[src/rtl/innings_score_keeper.sv]
// innings_score_keeper
//   Ball-by-ball scoring engine for a two-innings T20 match. It accepts one
//   delivery event per valid/ready handshake, accumulates runs, wickets and
//   legal balls for the batting side, and sequences
//   IDLE -> INN1 -> BREAK -> INN2 -> DONE.
//
// Ports
//   clk_fpga       : system clock, rising edge
//   reset_n        : asynchronous active-low reset
//   start          : pulse; begins innings 1 from IDLE, innings 2 from BREAK
//   evt_valid      : delivery event present
//   evt_ready      : event can be accepted (INN1/INN2 only, combinational)
//   evt_runs       : runs on the delivery, 0-6 (7 is read as 6)
//   evt_extra      : wide/no-ball; +1 penalty run, ball not counted
//   evt_wicket     : dismissal on this delivery
//   team1Data      : {runs[7:0], wickets[3:0]} of team 1
//   team2Data      : {runs[7:0], wickets[3:0]} of team 2
//   team1Balls     : legal balls faced by team 1
//   team2Balls     : legal balls faced by team 2
//   binarywickets  : wickets in the current innings
//   balls          : legal balls in the current innings, zero-extended
//   over_num       : completed overs in the current innings
//   ball_in_over   : legal balls in the current over (0-5)
//   batting_team   : 0 = team 1, 1 = team 2
//   innings_end    : one-cycle pulse after the closing delivery
//   match_done     : high once the second innings has closed
module innings_score_keeper #(
  parameter int MAX_BALLS = 120,
  parameter int MAX_WKTS  = 10,
  parameter int RUN_SAT   = 255
) (
  input  logic        clk_fpga,
  input  logic        reset_n,
  input  logic        start,
  input  logic        evt_valid,
  output logic        evt_ready,
  input  logic [2:0]  evt_runs,
  input  logic        evt_extra,
  input  logic        evt_wicket,
  output logic [11:0] team1Data,
  output logic [11:0] team2Data,
  output logic [6:0]  team1Balls,
  output logic [6:0]  team2Balls,
  output logic [3:0]  binarywickets,
  output logic [15:0] balls,
  output logic [4:0]  over_num,
  output logic [2:0]  ball_in_over,
  output logic        batting_team,
  output logic        innings_end,
  output logic        match_done
);

  localparam logic [6:0] MAX_BALLS_C = 7'(MAX_BALLS);
  localparam logic [3:0] MAX_WKTS_C  = 4'(MAX_WKTS);
  localparam logic [8:0] RUN_SAT_C   = 9'(RUN_SAT);

  typedef enum logic [2:0] {
    IDLE  = 3'd0,
    INN1  = 3'd1,
    BREAK = 3'd2,
    INN2  = 3'd3,
    DONE  = 3'd4
  } state_t;

  state_t     state_q, state_d;
  logic [7:0] t1_runs_q, t1_runs_d, t2_runs_q, t2_runs_d;
  logic [3:0] t1_wkts_q, t1_wkts_d, t2_wkts_q, t2_wkts_d;
  logic [6:0] t1_balls_q, t1_balls_d, t2_balls_q, t2_balls_d;
  logic [3:0] cur_wkts_q, cur_wkts_d;
  logic [6:0] cur_balls_q, cur_balls_d;
  logic [4:0] over_q, over_d;
  logic [2:0] bio_q, bio_d;
  logic       bat_q, bat_d;
  logic       end_q, end_d;
  logic       done_q, done_d;

  // Post-update values of the batting side for the event on the inputs
  logic       accept;
  logic [2:0] eff_runs;
  logic [7:0] bat_runs;
  logic [8:0] run_sum;
  logic [7:0] runs_new;
  logic [3:0] wkts_new;
  logic [6:0] balls_new;
  logic [4:0] over_new;
  logic [2:0] bio_new;
  logic       close;

  assign evt_ready = (state_q == INN1) || (state_q == INN2);
  assign accept    = evt_valid && evt_ready;

  always_comb begin
    eff_runs  = (evt_runs == 3'd7) ? 3'd6 : evt_runs;
    bat_runs  = bat_q ? t2_runs_q : t1_runs_q;
    // 9-bit sum so a carry out of the 8-bit field is seen and clamped
    run_sum   = {1'b0, bat_runs} + {6'd0, eff_runs} + {8'd0, evt_extra};
    runs_new  = (run_sum > RUN_SAT_C) ? RUN_SAT_C[7:0] : run_sum[7:0];
    wkts_new  = (evt_wicket && (cur_wkts_q < MAX_WKTS_C)) ? cur_wkts_q + 4'd1 : cur_wkts_q;
    balls_new = cur_balls_q;
    over_new  = over_q;
    bio_new   = bio_q;
    if (!evt_extra) begin
      balls_new = cur_balls_q + 7'd1;
      if (bio_q == 3'd5) begin
        bio_new  = 3'd0;
        over_new = over_q + 5'd1;
      end else begin
        bio_new  = bio_q + 3'd1;
      end
    end
    close = (wkts_new == MAX_WKTS_C) || (balls_new == MAX_BALLS_C);
  end

  always_comb begin
    state_d     = state_q;
    t1_runs_d   = t1_runs_q;
    t1_wkts_d   = t1_wkts_q;
    t1_balls_d  = t1_balls_q;
    t2_runs_d   = t2_runs_q;
    t2_wkts_d   = t2_wkts_q;
    t2_balls_d  = t2_balls_q;
    cur_wkts_d  = cur_wkts_q;
    cur_balls_d = cur_balls_q;
    over_d      = over_q;
    bio_d       = bio_q;
    bat_d       = bat_q;
    end_d       = 1'b0;

    case (state_q)
      IDLE: begin
        if (start) begin
          state_d = INN1;
          bat_d   = 1'b0;
        end
      end
      BREAK: begin
        // Current-innings mirrors hold team 1 figures until innings 2 starts
        if (start) begin
          state_d     = INN2;
          bat_d       = 1'b1;
          cur_wkts_d  = 4'd0;
          cur_balls_d = 7'd0;
          over_d      = 5'd0;
          bio_d       = 3'd0;
        end
      end
      INN1, INN2: begin
        if (accept) begin
          cur_wkts_d  = wkts_new;
          cur_balls_d = balls_new;
          over_d      = over_new;
          bio_d       = bio_new;
          if (bat_q) begin
            t2_runs_d  = runs_new;
            t2_wkts_d  = wkts_new;
            t2_balls_d = balls_new;
          end else begin
            t1_runs_d  = runs_new;
            t1_wkts_d  = wkts_new;
            t1_balls_d = balls_new;
          end
          if (close) begin
            state_d = (state_q == INN1) ? BREAK : DONE;
            end_d   = 1'b1;
          end
        end
      end
      default: state_d = state_q;
    endcase

    done_d = (state_d == DONE);
  end

  always_ff @(posedge clk_fpga or negedge reset_n) begin
    if (!reset_n) begin
      state_q     <= IDLE;
      t1_runs_q   <= 8'd0;
      t1_wkts_q   <= 4'd0;
      t1_balls_q  <= 7'd0;
      t2_runs_q   <= 8'd0;
      t2_wkts_q   <= 4'd0;
      t2_balls_q  <= 7'd0;
      cur_wkts_q  <= 4'd0;
      cur_balls_q <= 7'd0;
      over_q      <= 5'd0;
      bio_q       <= 3'd0;
      bat_q       <= 1'b0;
      end_q       <= 1'b0;
      done_q      <= 1'b0;
    end else begin
      state_q     <= state_d;
      t1_runs_q   <= t1_runs_d;
      t1_wkts_q   <= t1_wkts_d;
      t1_balls_q  <= t1_balls_d;
      t2_runs_q   <= t2_runs_d;
      t2_wkts_q   <= t2_wkts_d;
      t2_balls_q  <= t2_balls_d;
      cur_wkts_q  <= cur_wkts_d;
      cur_balls_q <= cur_balls_d;
      over_q      <= over_d;
      bio_q       <= bio_d;
      bat_q       <= bat_d;
      end_q       <= end_d;
      done_q      <= done_d;
    end
  end

  assign team1Data     = {t1_runs_q, t1_wkts_q};
  assign team2Data     = {t2_runs_q, t2_wkts_q};
  assign team1Balls    = t1_balls_q;
  assign team2Balls    = t2_balls_q;
  assign binarywickets = cur_wkts_q;
  assign balls         = {9'd0, cur_balls_q};
  assign over_num      = over_q;
  assign ball_in_over  = bio_q;
  assign batting_team  = bat_q;
  assign innings_end   = end_q;
  assign match_done    = done_q;

endmodule

[config.mk]
export PLATFORM = sky130hd
export DESIGN_NAME = innings_score_keeper
export DESIGN_NICKNAME = d
export VERILOG_FILES = /design/src/rtl/innings_score_keeper.sv
export SDC_FILE = /design/constraint.sdc
export NUM_CORES = 1
export LEC_CHECK = 0
export CORE_UTILIZATION = 45
export CTS_BUF_LIST = sky130_fd_sc_hd__clkbuf_2
export CTS_CLUSTER_DIAMETER = 100
export CTS_CLUSTER_SIZE = 16
export DETAILED_ROUTE_END_ITERATION = 12
export PLACE_DENSITY = 0.7
export SETUP_SLACK_MARGIN = 0.05
export SLEW_MARGIN = 20
export SYNTH_ARGS = -nofsm -noshare
export SYNTH_HDL_FRONTEND = slang
export SYNTH_SLANG_ARGS = --single-unit
[constraint.sdc]
create_clock -name clk_fpga -period 7.5 [get_ports clk_fpga]
set_input_delay 1.875 -clock clk_fpga [delete_from_list [all_inputs] [get_ports clk_fpga]]
set_output_delay 1.875 -clock clk_fpga [all_outputs]
set_load 0.02 [all_outputs]
**The metal 1 layer**

Bar = 20 um.
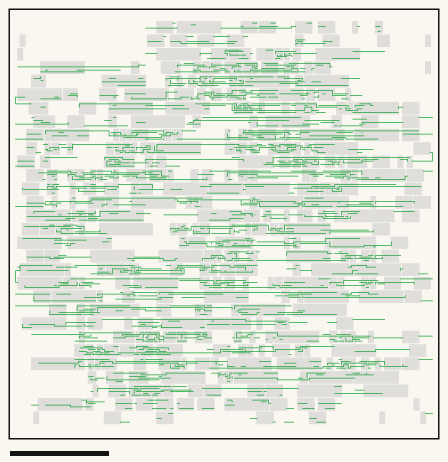
wire length on this layer: 3720 um
main direction: horizontal
share of all routed wire: 50%
longest straight run: 35.9 um
nets with wire on the layer: 368

**The metal 2 layer**

Bar = 20 um.
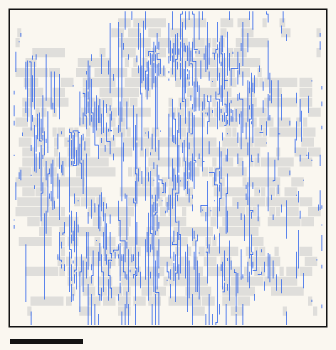
nets with wire on the layer: 343
main direction: vertical
longest straight run: 38.1 um
wire length on this layer: 3250 um
share of all routed wire: 43%

**Signal wires on met3**

Bar = 20 um.
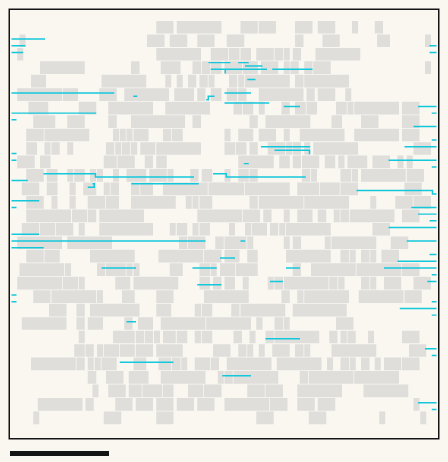
share of all routed wire: 5.3%
longest straight run: 38.9 um
wire length on this layer: 397 um

==> README.md <==
| Group | Quantity | Reported |
| --- | --- | --- |
| power and ir drop | Power in the clock group | 279 uW |
| global routing | Met1 layer usage reported by global route | 0.321 |
| power and ir drop | Combinational gate power | 705 uW |
| logic synthesis | Largest cells by area after synthesis | sky130_fd_sc_hd__dfrtp_1 (49%), sky130_fd_sc_hd__nand2_1 (5.4%), sky130_fd_sc_hd__o21ai_0 (5.1%) |
| floorplanning | IO Count | 79 |
| min path | Launch point of the worst hold path | t2_wkts_q[3]$_DFFE_PN0P_ |
| power and ir drop | Power dissipated in sequential cells | 563 uW |
| drt | Routed length on met3 | 397 um |
| logic synthesis | Post-synth top area share | 0.491 |
| timing | Final slew viol count | 0 |
| finish | Non-CTS inverters | 8 |
| worst setup path | Start point of the critical path | evt_extra |
| worst setup path | Worst reg2reg setup slack | 4360 ps |
| worst setup path | Arrival time reported for the critical path endpoint | 4930 ps |
| power and ir drop | Net switching power of the design | 632 uW |
| logic synthesis | Number of distinct library cells after synthesis | 48 |
| power and ir drop | Pint | 916 uW |
| cts | Post-cts repair resize count | 0 |
| worst setup path | Most frequent cell on the critical path | sky130_fd_sc_hd__fa_1 |
| finish | Non-clk buf share | 0.173 |
| logic synthesis | Main logic family after synthesis | simple AND/OR/NAND/NOR gates |
| cts | Clock root buffer master | sky130_fd_sc_hd__clkbuf_2 |
| finish | Area Overhead vs Synth | 27.6% |
| logic synthesis | Simple Share, Synth | 0.175 |
| logic synthesis | Complex-gate fraction of the synthesized area | 0.175 |
| drt | Ratio of routed vias to standard cells | 5.28 |
| drt | # DRC | 0 |
| worst setup path | Classification of the worst setup path | input pin to flip-flop |
| timing | Maximum clock frequency | 0.224 GHz |
| finish | Area of the multi-input gates | 1490 um2 |
| logic synthesis | Adder-cell share of the synthesized area | 0.0320 |
| logic synthesis | Chip area in the Yosys report | 3210 um2 |
| worst setup path | Crit path capture | t1_runs_q[5]$_DFFE_PN0P_ |
| drt | Routed length on met1 | 3.72 mm |
| finish | Max-area cell class | sequential cells |
| global routing | Antenna violations before repair | 0 |
| cts | Maximum buffer depth of the clock tree | 2 |
| power and ir drop | Proportion of power drawn by combinational gates | 0.456 |
| finish | Clk tree area frac | 0.0406 |
| timing | RSZ-0062 raised after global routing | false |
| placement | Placer congestion estimate | 0.812 |
| floorplanning | Floorplan-stage core utilization | 0.470 |
| placement | Half-perimeter wire length of the detailed placement result | 5.27 mm |
| floorplanning | Inserted tap cell count | 96 |
| placement | Input/output buffers | 69 |
| finish | Total number of multi-input combinational cells | 245 |
| power and ir drop | Sum of internal, switching and leakage power | 1550 uW |
| logic synthesis | Share of the yosys chip area belonging to registers | 0.491 |
| logic synthesis | Proportion of register bits with asynchronous set or reset after synthesis | 1.00 |
| logic synthesis | Xor+xnor area frac | 0.0300 |
| power and ir drop | Proportion of power drawn by the clock network | 0.180 |
| global routing | Global routing usage on met2 | 0.311 |
| power and ir drop | Power density over the cells | 378 nW/um2 |
| logic synthesis | Netlist area before placement | 3210 um2 |
| global routing | Vias in the first global route | 2480 |
| finish | Total number of sequential cells | 63 |
| power and ir drop | Power group with the largest share | combinational logic |
| min path | Hold/Removal Path Class | flip-flop to flip-flop |
| placement | Post-Place Setup Slack | 2520 ps |
| global routing | Global-route wire length before repair | 12.4 mm |
| global routing | Most congested layer reported by global routing | met1 |
| drt | Uppermost metal layer occupied by signal nets | met4 |
| logic synthesis | Number of cells produced by synthesis | 333 |
| drt | Remaining number of nets flagged by the antenna check after routing | 0 |
| finish | Net total in the final layout | 415 |
| global routing | Met3 track utilization from global routing | 0.0457 |
| timing | Worst Tran Pin Value | 828 ps |
| finish | Regs by FF count | t1_runs_q: 8 flops, t2_runs_q: 8 flops |
| floorplanning | Die boundary height | 86.5 um |
| cts | Number of H-tree branching levels | 3 |
| logic synthesis | Mean area per synthesized cell | 9.64 um2 |
| global routing | Largest net degree at the start of global routing | 64 |
| cts | Clock tree sinks | 63 |
| timing | Final-layout worst hold slack | 502 ps |
| placement | Placement Cell Area | 3930 um2 |
| worst setup path | Cell depth of the worst flop-to-flop path | 8 |
| timing | Final period util | 0.596 |
| drt | Iteration count of the initial detailed-routing pass | 4 |
| finish | Comb area share | 0.365 |
| timing | Setup_tns | 0 ps |
| logic synthesis | Number of flops mapped to enable cells by yosys | 0 |
| logic synthesis | Post-synth regs | 63 |
| outcome | Outcome | complete, no violations |
| logic synthesis | Flip-flop cell with the highest count after synthesis | sky130_fd_sc_hd__dfrtp_1 |
| placement | Cell count after placement | 484 |
| cts | Total setup buffers inserted after CTS | 0 |
| finish | Total of plain and repair buffers excluding clock buffers | 72 |
| finish | Number of fillers in the final layout | 625 |
| cts | Total clock buffers created by CTS | 9 |
| worst setup path | Critical-path top delay cell | sky130_fd_sc_hd__clkdlybuf4s50_1 |
| cts | Quantity of hold-fixing buffers added after cts | 0 |
**Met4 routing**

Bar = 20 um.
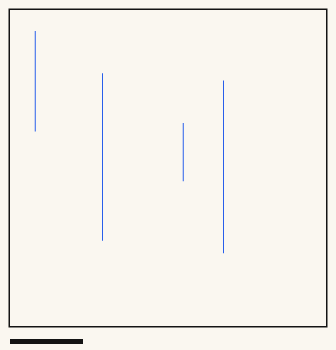
main direction: vertical
share of all routed wire: 1.8%
nets with wire on the layer: 3
longest straight run: 46.9 um
wire length on this layer: 135 um

**Congestion heat map**

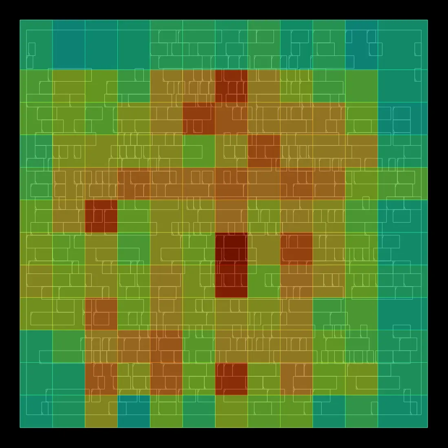
wire per inst: 15.0 um
GR Util All Layers: 0.217

[layout by cell type (no fill, tap or decap), types with 3 or more instances in the layout]
master                            instances
sky130_fd_sc_hd__nor2_1                  29
sky130_fd_sc_hd__nor2b_1                  3
sky130_fd_sc_hd__ha_1                     5
sky130_fd_sc_hd__nand3_1                  7
sky130_fd_sc_hd__mux2_2                   6
sky130_fd_sc_hd__nand2_1                 46
sky130_fd_sc_hd__dfrtp_1                 63
sky130_fd_sc_hd__nand4_1                  3
sky130_fd_sc_hd__clkinv_4                 3
sky130_fd_sc_hd__conb_1                   9
sky130_fd_sc_hd__and3_1                   6
sky130_fd_sc_hd__a31oi_1                  8
sky130_fd_sc_hd__o21ai_0                 33
sky130_fd_sc_hd__o22ai_1                  5
sky130_fd_sc_hd__nor3_1                   3
sky130_fd_sc_hd__xor2_1                   5
sky130_fd_sc_hd__buf_4                    3
sky130_fd_sc_hd__clkbuf_2                 9
sky130_fd_sc_hd__and2_1                   5
sky130_fd_sc_hd__clkdlybuf4s50_1         68
sky130_fd_sc_hd__inv_1                    8
sky130_fd_sc_hd__a21oi_1                 21
sky130_fd_sc_hd__bufinv_16                3
sky130_fd_sc_hd__mux2i_1                  7
sky130_fd_sc_hd__nand2b_1                 4
sky130_fd_sc_hd__xnor2_1                  6
sky130_fd_sc_hd__a21o_1                   3
sky130_fd_sc_hd__a22o_1                   3
[synth_stat cells (all sizes together), types with 5 or more instances]
cell type  instances
nand3              7
xor2               5
nand2             46
xnor2              6
mux2i              7
ha                 5
clkbuf            14
o22ai              5
o21ai             33
and2               5
a21oi             22
a31oi              8
nor2              29
dfrtp             63
inv                8
and3               7
mux2               6
buf               11
Power figures rest on the tool's default switching activity, not on a simulated workload.
